## src/rtl/axi_lite_pkg.sv

```systemverilog
// rtl/axi_lite_pkg.sv - shared types and constants for the AXI4-Lite arbiter
package axi_lite_pkg;

  localparam logic [1:0] RESP_OKAY   = 2'b00;
  localparam logic [1:0] RESP_SLVERR = 2'b10;

  typedef enum logic [2:0] {
    IDLE    = 3'd0,
    RD_ADDR = 3'd1,
    RD_DATA = 3'd2,
    WR_ADDR = 3'd3,
    WR_RESP = 3'd4
  } arb_state_t;

  typedef logic master_id_t;

endpackage

```

## src/rtl/axi_lite_if.sv

```systemverilog
// rtl/axi_lite_if.sv - AXI4-Lite bundle with master and slave views
interface axi_lite_if #(
  parameter int ADDR_W = 32,
  parameter int DATA_W = 32
);

  logic [ADDR_W-1:0]   araddr;
  logic                arvalid;
  logic                arready;
  logic [DATA_W-1:0]   rdata;
  logic [1:0]          rresp;
  logic                rvalid;
  logic                rready;
  logic [ADDR_W-1:0]   awaddr;
  logic                awvalid;
  logic                awready;
  logic [DATA_W-1:0]   wdata;
  logic [DATA_W/8-1:0] wmask;
  logic                wvalid;
  logic                wready;
  logic [1:0]          bresp;
  logic                bvalid;
  logic                bready;

  modport master (
    output araddr, arvalid, rready, awaddr, awvalid, wdata, wmask, wvalid, bready,
    input  arready, rdata, rresp, rvalid, awready, wready, bresp, bvalid
  );

  modport slave (
    input  araddr, arvalid, rready, awaddr, awvalid, wdata, wmask, wvalid, bready,
    output arready, rdata, rresp, rvalid, awready, wready, bresp, bvalid
  );

endinterface

```

## src/rtl/rr_arb2.sv

```systemverilog
// rtl/rr_arb2.sv - two-way winner pick, round-robin or fixed priority to m1
module rr_arb2
  import axi_lite_pkg::*;
#(
  parameter bit RR_EN = 1'b1
) (
  input  logic [1:0] req,
  input  master_id_t last,
  output master_id_t winner,
  output logic       any
);

  // Lone requester wins; on a tie either the master not served last or m1 wins
  always_comb begin
    any    = |req;
    winner = 1'b0;
    if (req == 2'b10) begin
      winner = 1'b1;
    end else if (req == 2'b11) begin
      winner = RR_EN ? ~last : 1'b1;
    end
  end

endmodule

```

## src/rtl/axi_lite_arbiter.sv

```systemverilog
// rtl/axi_lite_arbiter.sv - 2-to-1 AXI4-Lite arbiter, one transaction in flight
module axi_lite_arbiter
  import axi_lite_pkg::*;
#(
  parameter bit RR_EN  = 1'b1,
  parameter int ADDR_W = 32,
  parameter int DATA_W = 32
) (
  input  logic       clk,
  input  logic       reset,
  axi_lite_if.slave  m0,
  axi_lite_if.slave  m1,
  axi_lite_if.master s,
  output logic [1:0] grant
);

  arb_state_t          state, state_n;
  master_id_t          owner, owner_n;
  master_id_t          last, last_n;
  master_id_t          win_id;
  logic                win_any;
  logic                win_ar;
  logic                aw_done, aw_done_n;
  logic                w_done, w_done_n;
  logic [1:0]          req;

  logic                own_arvalid, own_awvalid, own_wvalid, own_rready, own_bready;
  logic [ADDR_W-1:0]   own_araddr, own_awaddr;
  logic [DATA_W-1:0]   own_wdata;
  logic [DATA_W/8-1:0] own_wmask;
  logic [DATA_W-1:0]   rdata_bc;

  logic                aw_hs, w_hs, aw_fin, w_fin;
  logic                o_arready, o_rvalid, o_awready, o_wready, o_bvalid;

  assign req = {m1.arvalid | m1.awvalid, m0.arvalid | m0.awvalid};

  rr_arb2 #(.RR_EN(RR_EN)) u_pick (
    .req    (req),
    .last   (last),
    .winner (win_id),
    .any    (win_any)
  );

  // A winner with both a read and a write pending is served read-first
  assign win_ar = win_id ? m1.arvalid : m0.arvalid;

  // Owner-side views; address and data fields pass straight through
  assign own_arvalid = owner ? m1.arvalid : m0.arvalid;
  assign own_awvalid = owner ? m1.awvalid : m0.awvalid;
  assign own_wvalid  = owner ? m1.wvalid  : m0.wvalid;
  assign own_rready  = owner ? m1.rready  : m0.rready;
  assign own_bready  = owner ? m1.bready  : m0.bready;
  assign own_araddr  = owner ? m1.araddr  : m0.araddr;
  assign own_awaddr  = owner ? m1.awaddr  : m0.awaddr;
  assign own_wdata   = owner ? m1.wdata   : m0.wdata;
  assign own_wmask   = owner ? m1.wmask   : m0.wmask;

  // AW and W complete independently; each channel goes quiet once its flag is set
  assign aw_hs  = ~aw_done & own_awvalid & s.awready;
  assign w_hs   = ~w_done  & own_wvalid  & s.wready;
  assign aw_fin = aw_done | aw_hs;
  assign w_fin  = w_done  | w_hs;

  // State register plus owner, last-served and write-channel completion flags
  always_ff @(posedge clk or posedge reset) begin
    if (reset) begin
      state   <= IDLE;
      owner   <= 1'b0;
      last    <= 1'b1;
      aw_done <= 1'b0;
      w_done  <= 1'b0;
    end else begin
      state   <= state_n;
      owner   <= owner_n;
      last    <= last_n;
      aw_done <= aw_done_n;
      w_done  <= w_done_n;
    end
  end

  // Next-state: arbitrate in IDLE, then follow the owner's transaction to its response
  always_comb begin
    state_n   = state;
    owner_n   = owner;
    last_n    = last;
    aw_done_n = aw_done;
    w_done_n  = w_done;
    case (state)
      IDLE: begin
        if (win_any) begin
          owner_n = win_id;
          state_n = win_ar ? RD_ADDR : WR_ADDR;
        end
      end
      RD_ADDR: begin
        if (own_arvalid && s.arready) state_n = RD_DATA;
      end
      RD_DATA: begin
        if (s.rvalid && own_rready) begin
          state_n = IDLE;
          last_n  = owner;
        end
      end
      WR_ADDR: begin
        if (aw_fin && w_fin) begin
          state_n   = WR_RESP;
          aw_done_n = 1'b0;
          w_done_n  = 1'b0;
        end else begin
          aw_done_n = aw_fin;
          w_done_n  = w_fin;
        end
      end
      WR_RESP: begin
        if (s.bvalid && own_bready) begin
          state_n = IDLE;
          last_n  = owner;
        end
      end
      default: state_n = IDLE;
    endcase
  end

  // Outputs: connect the channel of the current phase between owner and downstream
  always_comb begin
    s.araddr  = own_araddr;
    s.awaddr  = own_awaddr;
    s.wdata   = own_wdata;
    s.wmask   = own_wmask;
    s.arvalid = 1'b0;
    s.rready  = 1'b0;
    s.awvalid = 1'b0;
    s.wvalid  = 1'b0;
    s.bready  = 1'b0;
    o_arready = 1'b0;
    o_rvalid  = 1'b0;
    o_awready = 1'b0;
    o_wready  = 1'b0;
    o_bvalid  = 1'b0;
    grant     = 2'b00;
    case (state)
      RD_ADDR: begin
        s.arvalid = own_arvalid;
        o_arready = s.arready;
      end
      RD_DATA: begin
        s.rready = own_rready;
        o_rvalid = s.rvalid;
      end
      WR_ADDR: begin
        s.awvalid = own_awvalid & ~aw_done;
        s.wvalid  = own_wvalid & ~w_done;
        o_awready = s.awready & ~aw_done;
        o_wready  = s.wready & ~w_done;
      end
      WR_RESP: begin
        s.bready = own_bready;
        o_bvalid = s.bvalid;
      end
      default: ;
    endcase
    if (state != IDLE) grant = owner ? 2'b10 : 2'b01;
  end

  assign rdata_bc = s.rdata;

  assign m0.arready = o_arready & ~owner;
  assign m0.rvalid  = o_rvalid  & ~owner;
  assign m0.awready = o_awready & ~owner;
  assign m0.wready  = o_wready  & ~owner;
  assign m0.bvalid  = o_bvalid  & ~owner;
  assign m0.rdata   = rdata_bc;
  assign m0.rresp   = s.rresp;
  assign m0.bresp   = s.bresp;

  assign m1.arready = o_arready & owner;
  assign m1.rvalid  = o_rvalid  & owner;
  assign m1.awready = o_awready & owner;
  assign m1.wready  = o_wready  & owner;
  assign m1.bvalid  = o_bvalid  & owner;
  assign m1.rdata   = rdata_bc;
  assign m1.rresp   = s.rresp;
  assign m1.bresp   = s.bresp;

  // Upstream masters must hold each valid until its handshake
  a_m0_ar: assert property (@(posedge clk) disable iff (reset) (m0.arvalid && !m0.arready) |=> m0.arvalid);
  a_m0_aw: assert property (@(posedge clk) disable iff (reset) (m0.awvalid && !m0.awready) |=> m0.awvalid);
  a_m0_w:  assert property (@(posedge clk) disable iff (reset) (m0.wvalid && !m0.wready) |=> m0.wvalid);
  a_m1_ar: assert property (@(posedge clk) disable iff (reset) (m1.arvalid && !m1.arready) |=> m1.arvalid);
  a_m1_aw: assert property (@(posedge clk) disable iff (reset) (m1.awvalid && !m1.awready) |=> m1.awvalid);
  a_m1_w:  assert property (@(posedge clk) disable iff (reset) (m1.wvalid && !m1.wready) |=> m1.wvalid);

endmodule

```

## src/flat_wrapper.sv

```systemverilog
// flat-port wrapper written by rule: the top's interface ports become plain ports
module axi_lite_arbiter_flat import axi_lite_pkg::*;
#(
  parameter bit RR_EN  = 1'b1,
  parameter int ADDR_W = 32,
  parameter int DATA_W = 32
)
  (clk, reset, grant, m0_araddr, m0_arvalid, m0_rready, m0_awaddr, m0_awvalid, m0_wdata, m0_wmask, m0_wvalid, m0_bready, m0_arready, m0_rdata, m0_rresp, m0_rvalid, m0_awready, m0_wready, m0_bresp, m0_bvalid, m1_araddr, m1_arvalid, m1_rready, m1_awaddr, m1_awvalid, m1_wdata, m1_wmask, m1_wvalid, m1_bready, m1_arready, m1_rdata, m1_rresp, m1_rvalid, m1_awready, m1_wready, m1_bresp, m1_bvalid, s_araddr, s_arvalid, s_rready, s_awaddr, s_awvalid, s_wdata, s_wmask, s_wvalid, s_bready, s_arready, s_rdata, s_rresp, s_rvalid, s_awready, s_wready, s_bresp, s_bvalid);
  axi_lite_if #(.ADDR_W(ADDR_W), .DATA_W(DATA_W)) m0_i ();
  axi_lite_if #(.ADDR_W(ADDR_W), .DATA_W(DATA_W)) m1_i ();
  axi_lite_if #(.ADDR_W(ADDR_W), .DATA_W(DATA_W)) s_i ();
  input  logic clk;
  input  logic reset;
  output logic [1:0] grant;
  input wire logic [$bits(m0_i.araddr)-1:0] m0_araddr;
  input wire logic [$bits(m0_i.arvalid)-1:0] m0_arvalid;
  input wire logic [$bits(m0_i.rready)-1:0] m0_rready;
  input wire logic [$bits(m0_i.awaddr)-1:0] m0_awaddr;
  input wire logic [$bits(m0_i.awvalid)-1:0] m0_awvalid;
  input wire logic [$bits(m0_i.wdata)-1:0] m0_wdata;
  input wire logic [$bits(m0_i.wmask)-1:0] m0_wmask;
  input wire logic [$bits(m0_i.wvalid)-1:0] m0_wvalid;
  input wire logic [$bits(m0_i.bready)-1:0] m0_bready;
  output wire logic [$bits(m0_i.arready)-1:0] m0_arready;
  output wire logic [$bits(m0_i.rdata)-1:0] m0_rdata;
  output wire logic [$bits(m0_i.rresp)-1:0] m0_rresp;
  output wire logic [$bits(m0_i.rvalid)-1:0] m0_rvalid;
  output wire logic [$bits(m0_i.awready)-1:0] m0_awready;
  output wire logic [$bits(m0_i.wready)-1:0] m0_wready;
  output wire logic [$bits(m0_i.bresp)-1:0] m0_bresp;
  output wire logic [$bits(m0_i.bvalid)-1:0] m0_bvalid;
  input wire logic [$bits(m1_i.araddr)-1:0] m1_araddr;
  input wire logic [$bits(m1_i.arvalid)-1:0] m1_arvalid;
  input wire logic [$bits(m1_i.rready)-1:0] m1_rready;
  input wire logic [$bits(m1_i.awaddr)-1:0] m1_awaddr;
  input wire logic [$bits(m1_i.awvalid)-1:0] m1_awvalid;
  input wire logic [$bits(m1_i.wdata)-1:0] m1_wdata;
  input wire logic [$bits(m1_i.wmask)-1:0] m1_wmask;
  input wire logic [$bits(m1_i.wvalid)-1:0] m1_wvalid;
  input wire logic [$bits(m1_i.bready)-1:0] m1_bready;
  output wire logic [$bits(m1_i.arready)-1:0] m1_arready;
  output wire logic [$bits(m1_i.rdata)-1:0] m1_rdata;
  output wire logic [$bits(m1_i.rresp)-1:0] m1_rresp;
  output wire logic [$bits(m1_i.rvalid)-1:0] m1_rvalid;
  output wire logic [$bits(m1_i.awready)-1:0] m1_awready;
  output wire logic [$bits(m1_i.wready)-1:0] m1_wready;
  output wire logic [$bits(m1_i.bresp)-1:0] m1_bresp;
  output wire logic [$bits(m1_i.bvalid)-1:0] m1_bvalid;
  output wire logic [$bits(s_i.araddr)-1:0] s_araddr;
  output wire logic [$bits(s_i.arvalid)-1:0] s_arvalid;
  output wire logic [$bits(s_i.rready)-1:0] s_rready;
  output wire logic [$bits(s_i.awaddr)-1:0] s_awaddr;
  output wire logic [$bits(s_i.awvalid)-1:0] s_awvalid;
  output wire logic [$bits(s_i.wdata)-1:0] s_wdata;
  output wire logic [$bits(s_i.wmask)-1:0] s_wmask;
  output wire logic [$bits(s_i.wvalid)-1:0] s_wvalid;
  output wire logic [$bits(s_i.bready)-1:0] s_bready;
  input wire logic [$bits(s_i.arready)-1:0] s_arready;
  input wire logic [$bits(s_i.rdata)-1:0] s_rdata;
  input wire logic [$bits(s_i.rresp)-1:0] s_rresp;
  input wire logic [$bits(s_i.rvalid)-1:0] s_rvalid;
  input wire logic [$bits(s_i.awready)-1:0] s_awready;
  input wire logic [$bits(s_i.wready)-1:0] s_wready;
  input wire logic [$bits(s_i.bresp)-1:0] s_bresp;
  input wire logic [$bits(s_i.bvalid)-1:0] s_bvalid;
  assign m0_i.araddr = m0_araddr;
  assign m0_i.arvalid = m0_arvalid;
  assign m0_i.rready = m0_rready;
  assign m0_i.awaddr = m0_awaddr;
  assign m0_i.awvalid = m0_awvalid;
  assign m0_i.wdata = m0_wdata;
  assign m0_i.wmask = m0_wmask;
  assign m0_i.wvalid = m0_wvalid;
  assign m0_i.bready = m0_bready;
  assign m0_arready = m0_i.arready;
  assign m0_rdata = m0_i.rdata;
  assign m0_rresp = m0_i.rresp;
  assign m0_rvalid = m0_i.rvalid;
  assign m0_awready = m0_i.awready;
  assign m0_wready = m0_i.wready;
  assign m0_bresp = m0_i.bresp;
  assign m0_bvalid = m0_i.bvalid;
  assign m1_i.araddr = m1_araddr;
  assign m1_i.arvalid = m1_arvalid;
  assign m1_i.rready = m1_rready;
  assign m1_i.awaddr = m1_awaddr;
  assign m1_i.awvalid = m1_awvalid;
  assign m1_i.wdata = m1_wdata;
  assign m1_i.wmask = m1_wmask;
  assign m1_i.wvalid = m1_wvalid;
  assign m1_i.bready = m1_bready;
  assign m1_arready = m1_i.arready;
  assign m1_rdata = m1_i.rdata;
  assign m1_rresp = m1_i.rresp;
  assign m1_rvalid = m1_i.rvalid;
  assign m1_awready = m1_i.awready;
  assign m1_wready = m1_i.wready;
  assign m1_bresp = m1_i.bresp;
  assign m1_bvalid = m1_i.bvalid;
  assign s_araddr = s_i.araddr;
  assign s_arvalid = s_i.arvalid;
  assign s_rready = s_i.rready;
  assign s_awaddr = s_i.awaddr;
  assign s_awvalid = s_i.awvalid;
  assign s_wdata = s_i.wdata;
  assign s_wmask = s_i.wmask;
  assign s_wvalid = s_i.wvalid;
  assign s_bready = s_i.bready;
  assign s_i.arready = s_arready;
  assign s_i.rdata = s_rdata;
  assign s_i.rresp = s_rresp;
  assign s_i.rvalid = s_rvalid;
  assign s_i.awready = s_awready;
  assign s_i.wready = s_wready;
  assign s_i.bresp = s_bresp;
  assign s_i.bvalid = s_bvalid;
  axi_lite_arbiter #(.RR_EN(RR_EN), .ADDR_W(ADDR_W), .DATA_W(DATA_W)) u_core (.clk(clk), .reset(reset), .m0(m0_i), .m1(m1_i), .s(s_i), .grant(grant));
endmodule
```

## config.mk

```make
export PLATFORM = sky130hd
export DESIGN_NAME = axi_lite_arbiter_flat
export DESIGN_NICKNAME = d
export VERILOG_FILES = /design/src/rtl/axi_lite_pkg.sv /design/src/rtl/axi_lite_if.sv /design/src/rtl/rr_arb2.sv /design/src/rtl/axi_lite_arbiter.sv /design/src/flat_wrapper.sv
export SDC_FILE = /design/constraint.sdc
export NUM_CORES = 1
export LEC_CHECK = 0
export CAP_MARGIN = 20
export CORE_AREA = 2 2 170 172
export CTS_CLUSTER_SIZE = 24
export DETAILED_ROUTE_END_ITERATION = 8
export DIE_AREA = 0 0 172 174
export PLACE_DENSITY = 0.4
export SYNTH_ARGS = -nofsm -noshare
export SYNTH_HDL_FRONTEND = slang
export SYNTH_HIERARCHICAL = 1
export SYNTH_SLANG_ARGS = --single-unit
```

## constraint.sdc

```tcl
create_clock -name clk -period 1.8 [get_ports clk]
set_input_delay 0.36 -clock clk [delete_from_list [all_inputs] [get_ports clk]]
set_output_delay 0.36 -clock clk [all_outputs]
set_load 0.01 [all_outputs]
```

==> impl_metrics.toml <==
# physical design summary
[sta]
final.min_clock_period_ns = 1.97
finalSetupViolations = 109
slew_violations = 0
setup_ws_ns = -0.171

[logic_synthesis]
edf_count = 0
ys.flops = 7
synth-seq-area-share = 0.0737
synthArstFlopShare = 1.00
top_area_frac = 0.490
syn_nets = 519
yosys_warnings = 6
syn_area_um2 = 2390
yosys_area_um2 = 2390
ys_types = 36
synthSimpleGateAreaFrac = 0.104

[worst_setup_path]
worst-path-buf-inv = 4
worstRegToRegCells = 6
required_ns = 1.44
cp_top_family = "buffers and inverters"
arrival_ns = 1.61
cp_slowest_cell = "dfrtp_4"
cpPeakStageDelay_ns = 0.50
cp_max_fo = 8

[global_route]
gr-total-overflow = 0
grt_pass1_vias = 3442
use_met2 = 0.192
grtUsageMet1 = 0.0940

[power_and_ir_drop]
sequentialPower_uw = 375
power_leakage_uw = 0.00271
power_density_nw_per_um2 = 1090
ir_drop_v = 0.000518
clkPwrFrac = 0.053
p_total_uw = 7170

[detailed_routing]
wl_met2_um = 8980
m1WireLength_um = 5690
vias_per_cell = 3.30

[worst_hold_path]
worst_hold_path_type = "input port to asynchronous set/reset pin"

[place]
io_buffers = 333

[layout]
combGateArea_um2 = 1790
n_all_inverters = 3
nNetsFinal = 832

[status]
outcome = "complete, but fails checks"
violations = "setup timing"

[floorplanning]
die_w_um = 172
dieArea_um2 = 29900

[cts]
post_cts_buffers = 25
hold_buffers = 0
layers.png
Bar = 50 um.
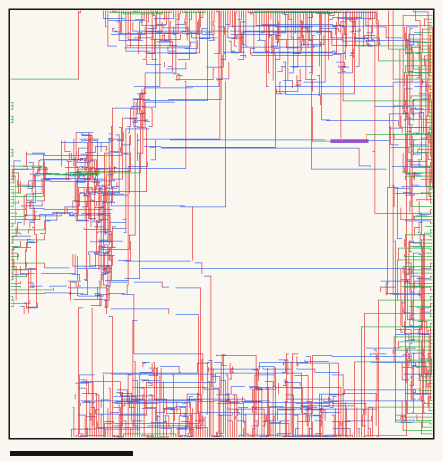
Key: M2 = red [wire length 8980 um]; M1 = blue [wire length 5690 um]; M3 = green [wire length 1500 um]; M5 = purple [wire length 13.8 um]; M4 = orange [wire length 120 um]
DR vias: 3177
final WL: 16300 um
GRT Util Overall: 0.0932

sizing.png
Bar = 50 um.
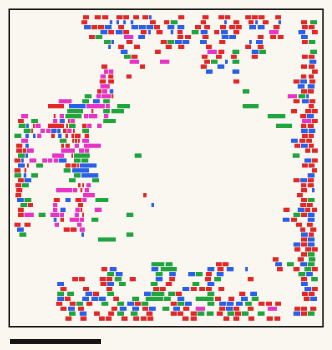
Key: x1 and smaller = red [cells 275, share 48%]; x3 and x4 = magenta [cells 65, share 11%]; x6 and larger = green [cells 105, share 18%]; x2 = blue [cells 133, share 23%]
fin area: 6550 um2
worst setup margin: -0.171 ns

placed.png
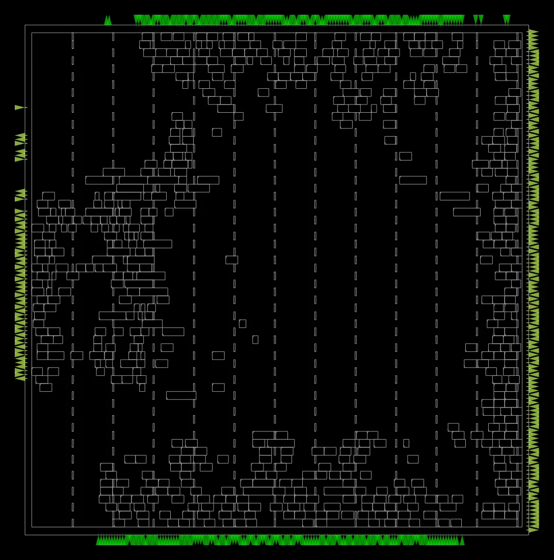
n_taps: 384
registers: 7
Final Core Density: 0.232
fraction of area in registers: 0.0281

m3.png
Bar = 50 um.
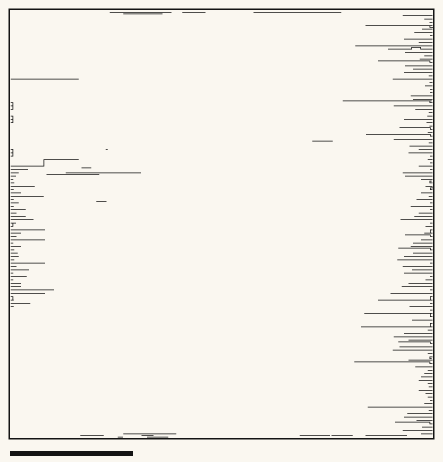
The layer carries 1500 um of wire. 165 nets have wire on it.
GRT met3 Usage: 0.0230

